Design seg_scan_ctrl, sky130hd; sources not shown.
Fig. 1: run 1, the metal 1 layer
The bar under the picture is 20 um long. Supply wires on this layer in grey.
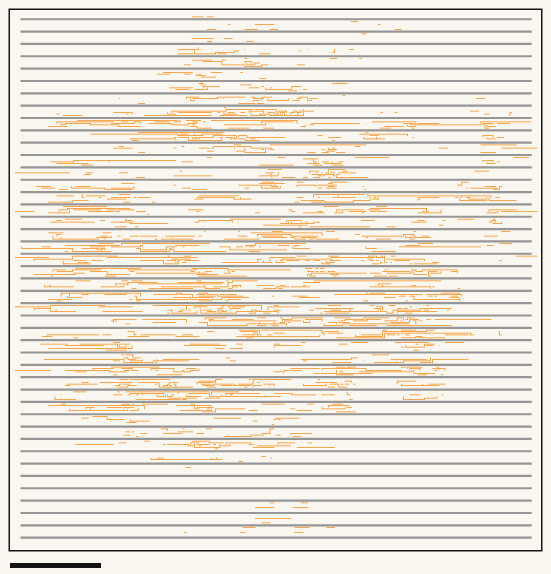
nets with wire on the layer = 464
longest straight run = 28.1 um
Global Route met1 Usage: 0.163
vias: 3060
Routed WL: 8610 um

Fig. 2: run 1, metal 2
The bar under the picture is 20 um long.
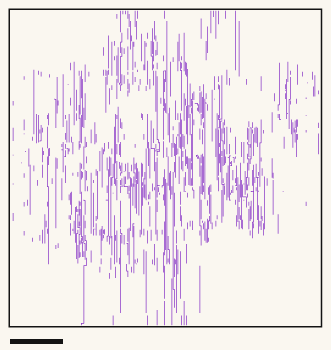
main direction = vertical
share of all routed wire = 48%
nets with wire on the layer = 430
longest straight run = 44.2 um
met2 global-route usage: 0.213

Fig. 3: run 1, met3 routing
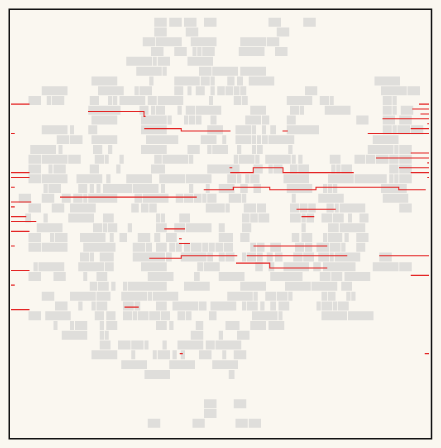
wire length on this layer = 450 um
longest straight run = 37.7 um
share of all routed wire = 5.2%
nets with wire on the layer = 40
met3 GRT Util: 0.0448

==> reports/README.md, run 1 <==
| Parameter | Value | Unit |
|:---|:---|:---|
| Chain of cells forming the critical path | or4_1 -> or4_1 -> or3_4 -> a211oi_2 -> nor3_1 -> a311oi_1 | - |
| Tightest hold margin | 477 | ps |
| Sum of met2 wire segment lengths after detailed routing | 4110 | um |
| Die ar. | 0.0139 | mm2 |
| Flip-flop and latch area | 0.00172 | mm2 |
| Global router's overall resource usage | 0.131 | - |
| Core utilization at floorplan | 0.291 | - |
| Run status | completed | - |
| #MultiIn Comb | 282 | - |
| Switching power | 0.000617 | W |
| Portion of total power attributed to the clock network | 0.458 | - |
| Power, Total | 0.00273 | W |
| Leading cell type in the layout, fill and taps excluded | sky130_fd_sc_hd__dfxtp_1 | - |
| Combinational cell fraction of total power | 0.063 | - |
| Post-Layout Inst Area | 0.00481 | mm2 |
| Layout Area Growth over Synthesis | 28.5 | % |
| Crit path arrival time | 2840 | ps |
| Minimum clock period after layout | 2580 | ps |
| Aggregate global routing overflow | 0 | - |
| Cell type group with the largest total delay on the critical path | simple AND/OR/NAND/NOR gates | - |
| Post-synth ARST share | 0 | - |
| Group drawing the most power | registers | - |
| Cell count listed in synth_stat.txt | 408 | - |
| RSZ-0062 raised after global routing | true | - |
| Hold Path Class | flip-flop to flip-flop | - |
| Critical path buffer and inverter count | 0 | - |
| And+or+nand+nor area frac | 0.205 | - |
| Flip-flop and latch share of the layout cell area | 0.358 | - |
| First-pass detailed-route iteration total | 4 | - |
| Clock group total power | 0.00125 | W |
| Max-capacitance violation count | 0 | - |
| Path length in cells of the critical path | 6 | - |
| Gate Count Post-Synth | 408 | - |
| Power drawn by the combinational cells | 0.000171 | W |
| CTS root buf | sky130_fd_sc_hd__clkbuf_16 | - |
| Count of final max-slew check failures | 0 | - |
| Final antenna-violating net count | 0 | - |
| Number of synthesized register bits | 86 | - |
| Area fraction in full adders, half adders and majority gates | 0.0368 | - |
| Footprint of the multi-input gates | 0.00187 | mm2 |
| Post-CTS repair timing setup buffer count | 0 | - |
| Top cells by instance count after synthesis | sky130_fd_sc_hd__dfxtp_1, sky130_fd_sc_hd__nor2_1, sky130_fd_sc_hd__nand2_1 | - |
| Path type of the worst setup path | flip-flop to flip-flop | - |
| Clk_skew | 6.74 | ps |
| CLK BUF | 9 | - |
| Biggest area consumer among synthesized cells | sky130_fd_sc_hd__dfxtp_1 | - |
| Most used flip-flop cell | sky130_fd_sc_hd__dfxtp_1 | - |
| Internal Power | 0.00211 | W |
| Maximum fanout along the worst path | 5 | - |
| Clock buffer count from CTS | 9 | - |
| Flop pwr share | 0.479 | - |
| Number of cell instances on the worst register-to-register path | 6 | - |
| Routed wl met3 | 450 | um |
| DR WL/cell | 13.4 | um |
| Setup slack of the most critical reg-to-reg path | 120 | ps |
| CTS tree | built | - |
| Total routed wire length on the met1 layer | 3930 | um |
| Filler cells | 1281 | - |
| Startpoint class of the critical path | flip-flop | - |
| Count of plain and timing-repair buffers in the layout | 67 | - |
| Vertical die dimension | 119 | um |
| Top area contributor share | 0.460 | - |
| H-Tree Depth | 3 | - |
| Relative slew margins | 0.573 | - |
| Die boundary width | 117 | um |
| Layout cell share with drive strength beyond 1 | 0.103 | - |
| Number of distinct library cells after synthesis | 52 | - |
| Area fraction in xor and xnor cells | 0.0327 | - |
| Utilization of the core after routing | 0.374 | - |
| HPWL after detailed placement | 6190 | um |
| Peak-usage layer in the global routing report | met2 | - |
| Deepest clock path buffer count | 2 | - |
| First DRT Iteration DRCs | 176 | - |
| Post-Route Setup TNS | 0 | ps |
| Placement-stage worst setup slack | 144 | ps |
| Wire length of the first global-routing pass | 14300 | um |
| Number of sinks driven by the clock tree | 86 | - |
| Largest non-sequential cell family by area | simple AND/OR/NAND/NOR gates | - |
| Chip area estimate from yosys synthesis | 0.00374 | mm2 |
| FP Rows | 42 | - |
| Worst slew pin tran | 632 | ps |
| Slowest CP cell | sky130_fd_sc_hd__or4_1 | - |
| Nets at Floorplan | 454 | - |
| Maximum number of pins on one net before global-route repair | 35 | - |
| Mux contribution to synthesized area | 0.0825 | - |
| Dominant cell type by count on the critical path | sky130_fd_sc_hd__or4_1 | - |
| I/O pin cnt | 52 | - |
| Latency at later pin | 340 | ps |
| Max rail drop VDD | 0.000268 | V |
| Tool warning count | 35 | - |
| Number of warnings reported in the yosys synthesis log | 0 | - |
| Period utilisation layout | 0.955 | - |
| Clock slew at the register clock pins of the worst setup and hold paths | 70 | ps |
| CTS resizes | 0 | - |
| Fin nets | 509 | - |
| Stage delay of the slowest cell on the critical path | 630 | ps |
| Average cell area after synthesis | 9.18 | um2 |
| Hold Crit Depth | 2 | - |
| Vias in the first global route | 2995 | - |
| CTS hold repair buffers | 0 | - |
| Dominant class by area | combinational gates | - |
| Endpoint kind of the worst setup timing path | flip-flop | - |
| Post-synthesis share of cell area spent on and-or and or-and gates | 0.143 | - |
| Reported sequential group power | 0.00131 | W |
| Hold Fails Final Rpt | 0 | - |
| Max frequency | 388 | MHz |
| Switching power share of the total | 0.226 | - |
| Power per Cell Area | 566 | mW/mm2 |
| Combined area of all synthesized cells | 0.00374 | mm2 |
| Fraction of area in clock buffers and inverters | 0.0632 | - |
| Top logic cells by instance count in the layout | sky130_fd_sc_hd__dfxtp_1, sky130_fd_sc_hd__nor2_1, sky130_fd_sc_hd__clkdlybuf4s50_1, sky130_fd_sc_hd__nand2_1, sky130_fd_sc_hd__mux2i_1 | - |
| Floorplan core area | 0.0129 | mm2 |
| Instance count after placement with tap cells included | 628 | - |
| Critical Path RT | 2960 | ps |
| Final setup violation count | 0 | - |
| Leakage power figure | 1.85 | nW |
| Flip-flops | 86 | - |
| Diodes inserted | 0 | - |
| Number of cells in the finished layout apart from fillers | 644 | - |
| Number of buffers added on ports | 51 | - |
==> run 1 -> run 2 <==
- MAX_ROUTING_LAYER: unset -> met4
==> run 2 against run 1 <==
  * Via count rose by 0.56%
  * Utilization stayed put
  * Critical endpoint unchanged
  * First-iteration DRC count is 23% higher
  * Sequential power about the same
  * Critical path depth unchanged
  * Sequential share of layout area stayed put
  * Synthesized cell count unchanged
  * Total power is essentially flat
==> reports/README.md, run 2 <==
| Parameter | Value | Unit | vs previous |
|:---|:---|:---|:---|
| Run status | completed | - |  |
| Post-Route Setup TNS | 0 | ps | unchanged |
| Die boundary width | 117 | um | unchanged |
| Flip-flops | 86 | - | unchanged |
| Vertical die dimension | 119 | um | unchanged |
| FP Rows | 42 | - | unchanged |
| Nets at Floorplan | 454 | - | unchanged |
| Path type of the worst setup path | flip-flop to flip-flop | - |  |
| Post-Layout Inst Area | 0.00481 | mm2 | unchanged |
| And+or+nand+nor area frac | 0.205 | - | unchanged |
| Top area contributor share | 0.460 | - | unchanged |
| Hold Path Class | flip-flop to flip-flop | - |  |
| Chain of cells forming the critical path | or4_1 -> or4_1 -> or3_4 -> a211oi_2 -> nor3_1 -> a311oi_1 | - |  |
| Footprint of the multi-input gates | 0.00187 | mm2 | unchanged |
| Gate Count Post-Synth | 408 | - | unchanged |
| Clk_skew | 8.68 | ps | +1.94 ps |
| Top logic cells by instance count in the layout | sky130_fd_sc_hd__dfxtp_1, sky130_fd_sc_hd__nor2_1, sky130_fd_sc_hd__clkdlybuf4s50_1, sky130_fd_sc_hd__nand2_1, sky130_fd_sc_hd__mux2i_1 | - |  |
| Die ar. | 0.0139 | mm2 | unchanged |
| Worst slew pin tran | 627 | ps | -5.42 ps |
| Stage delay of the slowest cell on the critical path | 630 | ps | about the same |
| Max-capacitance violation count | 0 | - | unchanged |
| CLK BUF | 9 | - | unchanged |
| Tightest hold margin | 477 | ps | +0.0280 ps |
| First DRT Iteration DRCs | 216 | - | +23% |
| Core utilization at floorplan | 0.291 | - | unchanged |
| CTS resizes | 0 | - | unchanged |
| Number of synthesized register bits | 86 | - | unchanged |
| Sum of met2 wire segment lengths after detailed routing | 4130 | um | +0.61% |
| Max frequency | 388 | MHz | +0.17% |
| Fraction of area in clock buffers and inverters | 0.0632 | - | unchanged |
| Dominant class by area | combinational gates | - |  |
| Mux contribution to synthesized area | 0.0825 | - | unchanged |
| Post-synth ARST share | 0 | - | unchanged |
| Largest non-sequential cell family by area | simple AND/OR/NAND/NOR gates | - |  |
| #MultiIn Comb | 282 | - | unchanged |
| Power per Cell Area | 566 | mW/mm2 | about the same |
| Endpoint kind of the worst setup timing path | flip-flop | - |  |
| Dominant cell type by count on the critical path | sky130_fd_sc_hd__or4_1 | - |  |
| Instance count after placement with tap cells included | 628 | - | unchanged |
| Minimum clock period after layout | 2570 | ps | -4.44 ps |
| Count of final max-slew check failures | 0 | - | unchanged |
| Layout Area Growth over Synthesis | 28.5 | % | unchanged |
| Critical Path RT | 2950 | ps | about the same |
| Flip-flop and latch area | 0.00172 | mm2 | unchanged |
| Switching power | 0.000616 | W | about the same |
| Number of buffers added on ports | 51 | - | unchanged |
| Max rail drop VDD | 0.000269 | V | +0.15% |
| Count of plain and timing-repair buffers in the layout | 67 | - | unchanged |
| Post-CTS repair timing setup buffer count | 0 | - | unchanged |
| Wire length of the first global-routing pass | 14300 | um | unchanged |
| Average cell area after synthesis | 9.18 | um2 | unchanged |
| Most used flip-flop cell | sky130_fd_sc_hd__dfxtp_1 | - |  |
| Filler cells | 1281 | - | unchanged |
| Slowest CP cell | sky130_fd_sc_hd__or4_1 | - |  |
| Switching power share of the total | 0.226 | - | about the same |
| Total routed wire length on the met1 layer | 3940 | um | +0.43% |
| Hold Fails Final Rpt | 0 | - | unchanged |
| Biggest area consumer among synthesized cells | sky130_fd_sc_hd__dfxtp_1 | - |  |
| Hold Crit Depth | 2 | - | unchanged |
| Vias in the first global route | 2988 | - | -0.23% |
| Met3 GRT Util | 0.0397 | - | -0.00509 |
| Cell count listed in synth_stat.txt | 408 | - | unchanged |
| CTS root buf | sky130_fd_sc_hd__clkbuf_16 | - |  |
| Fin nets | 509 | - | unchanged |
| Floorplan core area | 0.0129 | mm2 | unchanged |
| Number of cell instances on the worst register-to-register path | 6 | - | unchanged |
| Placement-stage worst setup slack | 144 | ps | unchanged |
| Number of warnings reported in the yosys synthesis log | 0 | - | unchanged |
| Leading cell type in the layout, fill and taps excluded | sky130_fd_sc_hd__dfxtp_1 | - |  |
| Power drawn by the combinational cells | 0.000172 | W | about the same |
| CTS tree | built | - |  |
| Clock group total power | 0.00125 | W | about the same |
| Setup slack of the most critical reg-to-reg path | 130 | ps | about the same |
| Number of sinks driven by the clock tree | 86 | - | unchanged |
| Power, Total | 0.00273 | W | about the same |
| Clock slew at the register clock pins of the worst setup and hold paths | 70 | ps | about the same |
| Chip area estimate from yosys synthesis | 0.00374 | mm2 | unchanged |
| RSZ-0062 raised after global routing | true | - |  |
| HPWL after detailed placement | 6190 | um | unchanged |
| Critical path buffer and inverter count | 0 | - | unchanged |
| First-pass detailed-route iteration total | 4 | - | unchanged |
| Period utilisation layout | 0.953 | - | -0.00164 |
| Routed wl met3 | 461 | um | +2.4% |
Fig. 4: run 2, the metal 1 layer
The bar under the picture is 20 um long. Supply wires on this layer in grey.
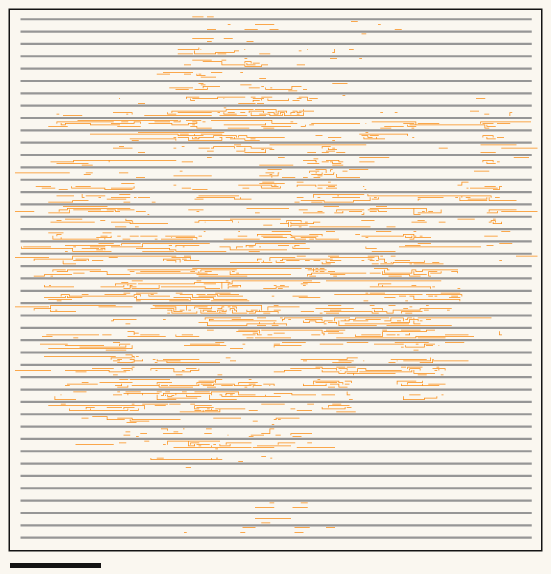
main direction = horizontal
share of all routed wire = 46%
nets with wire on the layer = 464
vias: 3077
Routed WL: 8660 um
Global Route met1 Usage: 0.163

Fig. 5: run 2, track usage over the die
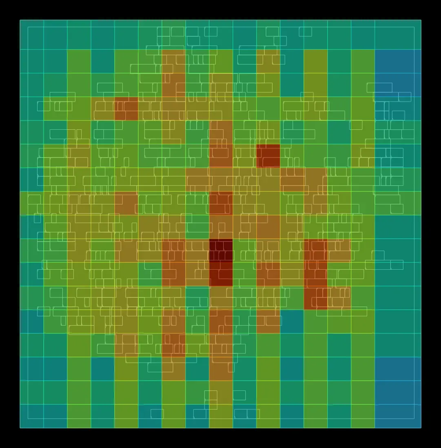
peak-usage layer in the global routing report: met2
utilization of the core after routing: 0.374
DR WL/cell: 13.4 um
global router's overall resource usage: 0.135

Power is estimated from default activity; no workload was simulated.
